===== config.mk =====
export PLATFORM = sky130hd
export DESIGN_NAME = mem_access_unit
export DESIGN_NICKNAME = d
export VERILOG_FILES = /design/src/rtl/mem_access_unit_pkg.sv /design/src/rtl/mem_access_unit_rmw_alu.sv /design/src/rtl/mem_access_unit.sv
export SDC_FILE = /design/constraint.sdc
export NUM_CORES = 1
export LEC_CHECK = 0
export CAP_MARGIN = 20
export CORE_UTILIZATION = 48
export DETAILED_ROUTE_END_ITERATION = 8
export GPL_TIMING_DRIVEN = 0
export PLACE_DENSITY = 0.75
export SYNTH_ARGS = -nofsm -noshare
export SYNTH_HDL_FRONTEND = slang
export SYNTH_SLANG_ARGS = --single-unit

===== constraint.sdc =====
create_clock -name clk -period 1.8 [get_ports clk]
set_input_delay 0.36 -clock clk [delete_from_list [all_inputs] [get_ports clk]]
set_output_delay 0.36 -clock clk [all_outputs]
set_load 0.1 [all_outputs]

===== src/rtl/mem_access_unit_pkg.sv =====
// Shared definitions for the load/store sequencer.
// Holds the request opcode encodings, the FSM state type and a few opcode
// classification helpers used by the top level and the RMW ALU.
package mem_access_unit_pkg;

    localparam int MAU_OP_W = 3;

    localparam logic [MAU_OP_W-1:0] MAU_OP_LD  = 3'd0;
    localparam logic [MAU_OP_W-1:0] MAU_OP_ST  = 3'd1;
    localparam logic [MAU_OP_W-1:0] MAU_OP_AND = 3'd2;
    localparam logic [MAU_OP_W-1:0] MAU_OP_OR  = 3'd3;
    localparam logic [MAU_OP_W-1:0] MAU_OP_XOR = 3'd4;

    typedef enum logic [1:0] {
        MAU_S_IDLE  = 2'd0,
        MAU_S_READ  = 2'd1,
        MAU_S_WRITE = 2'd2,
        MAU_S_RESP  = 2'd3
    } mau_state_t;

    function automatic logic op_is_legal(input logic [MAU_OP_W-1:0] op);
        return (op <= MAU_OP_XOR);
    endfunction

endpackage


===== src/rtl/mem_access_unit_rmw_alu.sv =====
// mau_rmw_alu: combinational write-back word generator.
// Ports:
//   op       in   opcode of the request in flight
//   old_word in   word read from memory (rdata_q)
//   operand  in   request data (data_q)
//   new_word out  word to write back (operand for ST, old OP operand for RMW)
//   legal    out  opcode is one of the defined operations
module mau_rmw_alu
    import mem_access_unit_pkg::*;
#(
    parameter int DATA_WIDTH = 8
) (
    input  logic [MAU_OP_W-1:0]   op,
    input  logic [DATA_WIDTH-1:0] old_word,
    input  logic [DATA_WIDTH-1:0] operand,
    output logic [DATA_WIDTH-1:0] new_word,
    output logic                  legal
);

    always_comb begin
        new_word = '0;
        legal    = op_is_legal(op);
        case (op)
            MAU_OP_LD:  new_word = old_word;
            MAU_OP_ST:  new_word = operand;
            MAU_OP_AND: new_word = old_word & operand;
            MAU_OP_OR:  new_word = old_word | operand;
            MAU_OP_XOR: new_word = old_word ^ operand;
            default:    new_word = '0;
        endcase
    end

endmodule


===== src/rtl/mem_access_unit.sv =====
// mem_access_unit: load/store/fetch-and-op sequencer in front of data_memory.
// Takes one request at a time over valid/ready, drives the memory port from
// state and capture registers only, and returns a one-cycle response pulse
// for loads, RMW ops (pre-modification value) and illegal opcodes.
// Ports:
//   clk, rst                       clock, synchronous active-high reset
//   req_valid/req_ready            request handshake (ready only in IDLE)
//   req_op/req_addr/req_data       request fields
//   rsp_valid/rsp_data/rsp_err     registered response pulse
//   dm_wr/dm_address/dm_data_in    to data_memory (sampled at posedge)
//   dm_data_out                    from data_memory (combinational read)
//
// state | meaning
// IDLE  | ready for a request
// READ  | memory word at addr_q captured into rdata_q
// WRITE | dm_wr asserted with store data or RMW result
// RESP  | response pulse presented
module mem_access_unit
    import mem_access_unit_pkg::*;
#(
    parameter int ADDRESS_WIDTH = 4,
    parameter int DATA_WIDTH    = 8
) (
    input  logic                     clk,
    input  logic                     rst,
    input  logic                     req_valid,
    output logic                     req_ready,
    input  logic [MAU_OP_W-1:0]      req_op,
    input  logic [ADDRESS_WIDTH-1:0] req_addr,
    input  logic [DATA_WIDTH-1:0]    req_data,
    output logic                     rsp_valid,
    output logic [DATA_WIDTH-1:0]    rsp_data,
    output logic                     rsp_err,
    output logic                     dm_wr,
    output logic [ADDRESS_WIDTH-1:0] dm_address,
    output logic [DATA_WIDTH-1:0]    dm_data_in,
    input  logic [DATA_WIDTH-1:0]    dm_data_out
);

    mau_state_t               state, next_state;
    logic [MAU_OP_W-1:0]      op_q;
    logic [ADDRESS_WIDTH-1:0] addr_q;
    logic [DATA_WIDTH-1:0]    data_q;
    logic [DATA_WIDTH-1:0]    rdata_q;
    logic                     rsp_valid_q;
    logic                     rsp_err_q;
    logic [DATA_WIDTH-1:0]    rsp_data_q;
    logic [DATA_WIDTH-1:0]    wb_word;
    logic                     wb_legal;
    logic                     accept;

    assign req_ready = (state == MAU_S_IDLE) && !rst;
    assign accept    = req_valid && req_ready;

    mau_rmw_alu #(.DATA_WIDTH(DATA_WIDTH)) u_alu (
        .op       (op_q),
        .old_word (rdata_q),
        .operand  (data_q),
        .new_word (wb_word),
        .legal    (wb_legal)
    );

    always_comb begin
        next_state = state;
        case (state)
            MAU_S_IDLE: begin
                if (accept) begin
                    if (!op_is_legal(req_op))
                        next_state = MAU_S_RESP;
                    else if (req_op == MAU_OP_ST)
                        next_state = MAU_S_WRITE;
                    else
                        next_state = MAU_S_READ;
                end
            end
            MAU_S_READ:  next_state = (op_q == MAU_OP_LD) ? MAU_S_RESP : MAU_S_WRITE;
            MAU_S_WRITE: next_state = (op_q == MAU_OP_ST) ? MAU_S_IDLE : MAU_S_RESP;
            MAU_S_RESP:  next_state = MAU_S_IDLE;
            default:     next_state = MAU_S_IDLE;
        endcase
    end

    always_ff @(posedge clk) begin
        if (rst) begin
            state       <= MAU_S_IDLE;
            op_q        <= '0;
            addr_q      <= '0;
            data_q      <= '0;
            rdata_q     <= '0;
            rsp_valid_q <= 1'b0;
            rsp_err_q   <= 1'b0;
            rsp_data_q  <= '0;
        end else begin
            state <= next_state;
            if (accept) begin
                op_q   <= req_op;
                addr_q <= req_addr;
                data_q <= req_data;
            end
            if (state == MAU_S_READ)
                rdata_q <= dm_data_out;

            // Response registers are loaded on the edge that enters RESP so
            // they line up with the RESP cycle. Entry from IDLE only happens
            // for an illegal opcode; from READ the load value is still on
            // dm_data_out; from WRITE the RMW old value sits in rdata_q.
            rsp_valid_q <= (next_state == MAU_S_RESP);
            rsp_err_q   <= (next_state == MAU_S_RESP) && (state == MAU_S_IDLE);
            if (next_state == MAU_S_RESP && state == MAU_S_READ)
                rsp_data_q <= dm_data_out;
            else if (next_state == MAU_S_RESP && state == MAU_S_WRITE)
                rsp_data_q <= rdata_q;
            else
                rsp_data_q <= '0;
        end
    end

    assign rsp_valid  = rsp_valid_q;
    assign rsp_err    = rsp_err_q;
    assign rsp_data   = rsp_data_q;

    // Reset gates the write strobe directly so an edge with rst high never
    // commits, even when the FSM is parked in WRITE.
    assign dm_wr      = (state == MAU_S_WRITE) && wb_legal && !rst;
    assign dm_address = addr_q;
    assign dm_data_in = (state == MAU_S_WRITE) ? wb_word : '0;

endmodule

==> run notes <==
fresh numbers from the pnr run: status=complete, but fails checks, violations in the final reports=negative setup slack, power per cell area=891 mW/mm^2, global-route usage over all layers=27.5%, H-tree levels=2, data required time at the worst endpoint=1440 ps, area post-placement=0.00258 sq mm, min Tclk post-route=2130 ps, hold-fix buffers at CTS=0, number of global-route vias before repair=1923, Yosys Instances=236, layout overhead on the synthesized area=68.6%, transition time at the pin with the least slew margin=943 ps, io pins=50, achievable clock frequency=470 MHz, Net Sw Frac=40.5%, Post-layout nets=357, count of warning messages emitted by the tools=37, Final Hold Viols=0, starting utilization of the core area=51.3%, area occupied by registers=738 sq um, fin area=0.00324 sq mm, design internal power=1720 uW, post-CTS setup-driven buffer insertion count=13, leakage power of the design=0.00123 uW, Synth warnings=0, met1 wire length=2.71 mm, global-route congestion overflow total=0, maximum single-stage delay on the critical path=360 ps, number of antenna repair diodes=0, Net Count, Synth=278, busiest grt layer=met2, final setup violation count=8, crit path max-delay cell type=sky130_fd_sc_hd__o31a_4, cell depth of the worst hold path=3, clock latency reported for the late side of the worst-skew pair=310 ps, HPWL after detailed placement=3.39 mm, TritonCTS sink count=35, DR WL met2=3.32 mm, horizontal die dimension=65.3 um, deepest clock path buffer count=2, share of power burned in combinational logic=44.4%, DIE AREA=0.00426 sq mm, final clock period utilization by the worst path=118%, start point of the worst min-delay path=rst, total length of routed met3 wires=386 um, post-route setup TNS=-1960 ps, startpoint-to-endpoint class of the critical path=reg -> out, post-layout worst setup margin=-326 ps, Worst Setup End Kind=output pin, count of TritonRoute iterations in the first routing pass=5, comb. cell area=0.00135 sq mm, relative contribution of sequential cells to total power=32.7%, Total Wirelength=6.76 mm, pin count of the biggest net entering global routing=11, # port buffers=48, reg2reg start=state[0], path class of the lowest-slack min-delay path=in -> reg, total number of placement rows=22, antenna-violating nets left=0, sink of the worst hold path=op_q[2], flops out of synthesis=35, maximum fanout along the worst path=2, combined area of all synthesized cells=0.00192 sq mm, buffers and inverters on the worst path=2, worst rel slew slack=37.4%, number of distinct standard cells referenced by the synthesized netlist=28, initial antenna violation count=0, power spent charging and discharging nets=1170 uW, hold_ws=370 ps, maximum clock skew at final layout=17.0 ps, wire length of the first global-routing pass=8.83 mm, flop2flop setup slack=320 ps, grt met1 use=33.8%, unrepaired setup endpoints after global routing=yes, buffer type at the clock tree root=sky130_fd_sc_hd__clkbuf_8, top layer in use=met4, clk slew on worst S/H paths=90 ps, reg-to-reg endpoint=rsp_valid, vias per inst=5.87, Cells after Synth=236, Die Height=65.3 um, syn avg cell area=8.14 sq um, Vias=2137, layout filler cell count=188, ratio of cells with drive above 1 in the final layout=45.6%, post-DR wirelength/cell=18.6 um
[metrics by stage]
stage | instances | power (uW) | setup WS [ps] | util [%]
after detailed placement | 332 | 1890 | -1180 | 69.0
after CTS | 353 | 2660 | -249 | 79.4
after floorplan | 236 | 1650 | -173 | -
final | 364 | 2890 | -326 | 86.6
after global routing | 364 | 2990 | -349 | 86.6
after global placement | 332 | 1880 | -1180 | 69.0
[worst max-delay path by stage]
stage,start,endpoint,slack (ps),depth (start not counted)
2_1_floorplan,rst,rsp_err,-170,6
3_3_place_gp,op_q[0],dm_data_in[0],-1180,5
3_5_place_dp,op_q[0],dm_data_in[0],-1180,5
4_1_cts,rdata_q[2],dm_data_in[2],-250,6
5_1_grt,data_q[7],dm_data_in[7],-350,6
6_report,data_q[7],dm_data_in[7],-330,6
[cell usage in the layout, fill, tap and decap left out, types with 7 or more instances in the layout]
cell type,netlist,final
sky130_fd_sc_hd__a21oi_1,12,10
sky130_fd_sc_hd__ha_4,0,7
sky130_fd_sc_hd__clkbuf_2,0,8
sky130_fd_sc_hd__clkdlybuf4s50_1,0,24
sky130_fd_sc_hd__buf_12,0,10
sky130_fd_sc_hd__dfxtp_1,35,17
sky130_fd_sc_hd__ha_1,16,7
sky130_fd_sc_hd__clkbuf_8,0,7
sky130_fd_sc_hd__dfxtp_2,0,12
sky130_fd_sc_hd__nand2b_1,8,7
sky130_fd_sc_hd__buf_6,2,11
sky130_fd_sc_hd__nand2_1,34,34
sky130_fd_sc_hd__inv_1,17,7
sky130_fd_sc_hd__o31ai_1,9,9
sky130_fd_sc_hd__buf_4,3,23
sky130_fd_sc_hd__a22oi_1,14,7
sky130_fd_sc_hd__inv_2,0,9
sky130_fd_sc_hd__a211oi_1,11,7
sky130_fd_sc_hd__nor2_1,25,21
sky130_fd_sc_hd__a22oi_2,0,7
[flip-flops by register name, summed over array words and instances (netlist names)]
register    count
rsp_data        8
data_q          8
state           2
rsp_err         1
op_q            3
rdata_q         8
rsp_valid       1
dm_address      4
[layout make-up]
type | instances | share of cell area [%]
Buffer | 17 | 5.14
Multi-Input combinational cell | 165 | 41.7
Sequential cell | 35 | 22.8
Inverter | 17 | 2.05
Timing Repair Buffer | 74 | 23.4
Clock buffer | 8 | 3.09
Tap cell | 48 | 1.85
[cell usage after synthesis, drive strengths merged]
cell type	count	area share, %
o311a	1	0.52
mux2	1	0.59
a22oi	14	5.5
clkbuf	7	1.4
nor2b	5	1.6
nor4	6	2.0
or2b	1	0.39
o21ai	6	1.6
buf	12	4.2
and2	1	0.33
ha	16	10
and3	1	0.33
a211oi	12	5.3
nand2b	8	2.6
o21a	3	1.2
nand2	34	6.6
inv	17	3.3
a21oi	13	3.6
o31a	6	2.7
dfxtp	35	36
o31ai	9	3.5
nor2	25	4.9
nor3	3	1.0
[cell families after synthesis]
kind of cell / synth area share (%)
simple gates: 19.8
compound gates: 23.9
fa+ha+maj: 10.4
buf+inv: 8.85
flops: 36.5
mux: 0.586
[power by group through the flow]
stage	clock network, uW	logic, uW	registers (uW)
after floorplan	0	545	1100
after global placement	0	939	946
after detailed placement	0	948	946
after CTS	653	1070	929
after global routing	692	1350	949
final	662	1280	943
Routed clock nets over the placement:
(6 px per um)
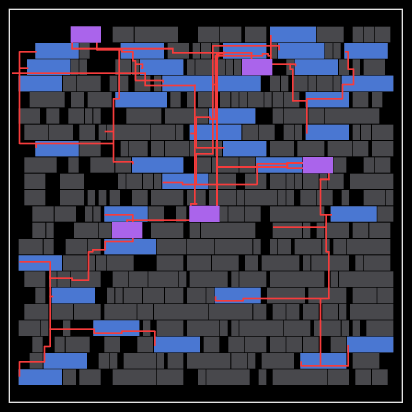
[red] clock wires | length: 546 um
[blue] flip-flops | count: 35
[purple] clock drivers | count: 5
flops lie: widely spread

Port wiring:
(4 px per um)
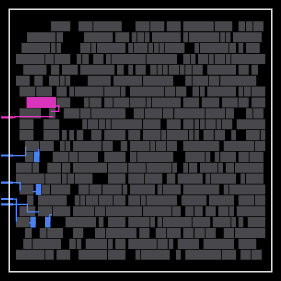
| color | port | bits | direction | end cells | buffers | wire |
|---|---|---|---|---|---|---|
| magenta | rsp_err | 1 | output | 1 | 1 | 14.6 um |
| blue | req_addr | 4 | input | 4 | 4 | 32.7 um |

Power and IR drop assume default switching activity.
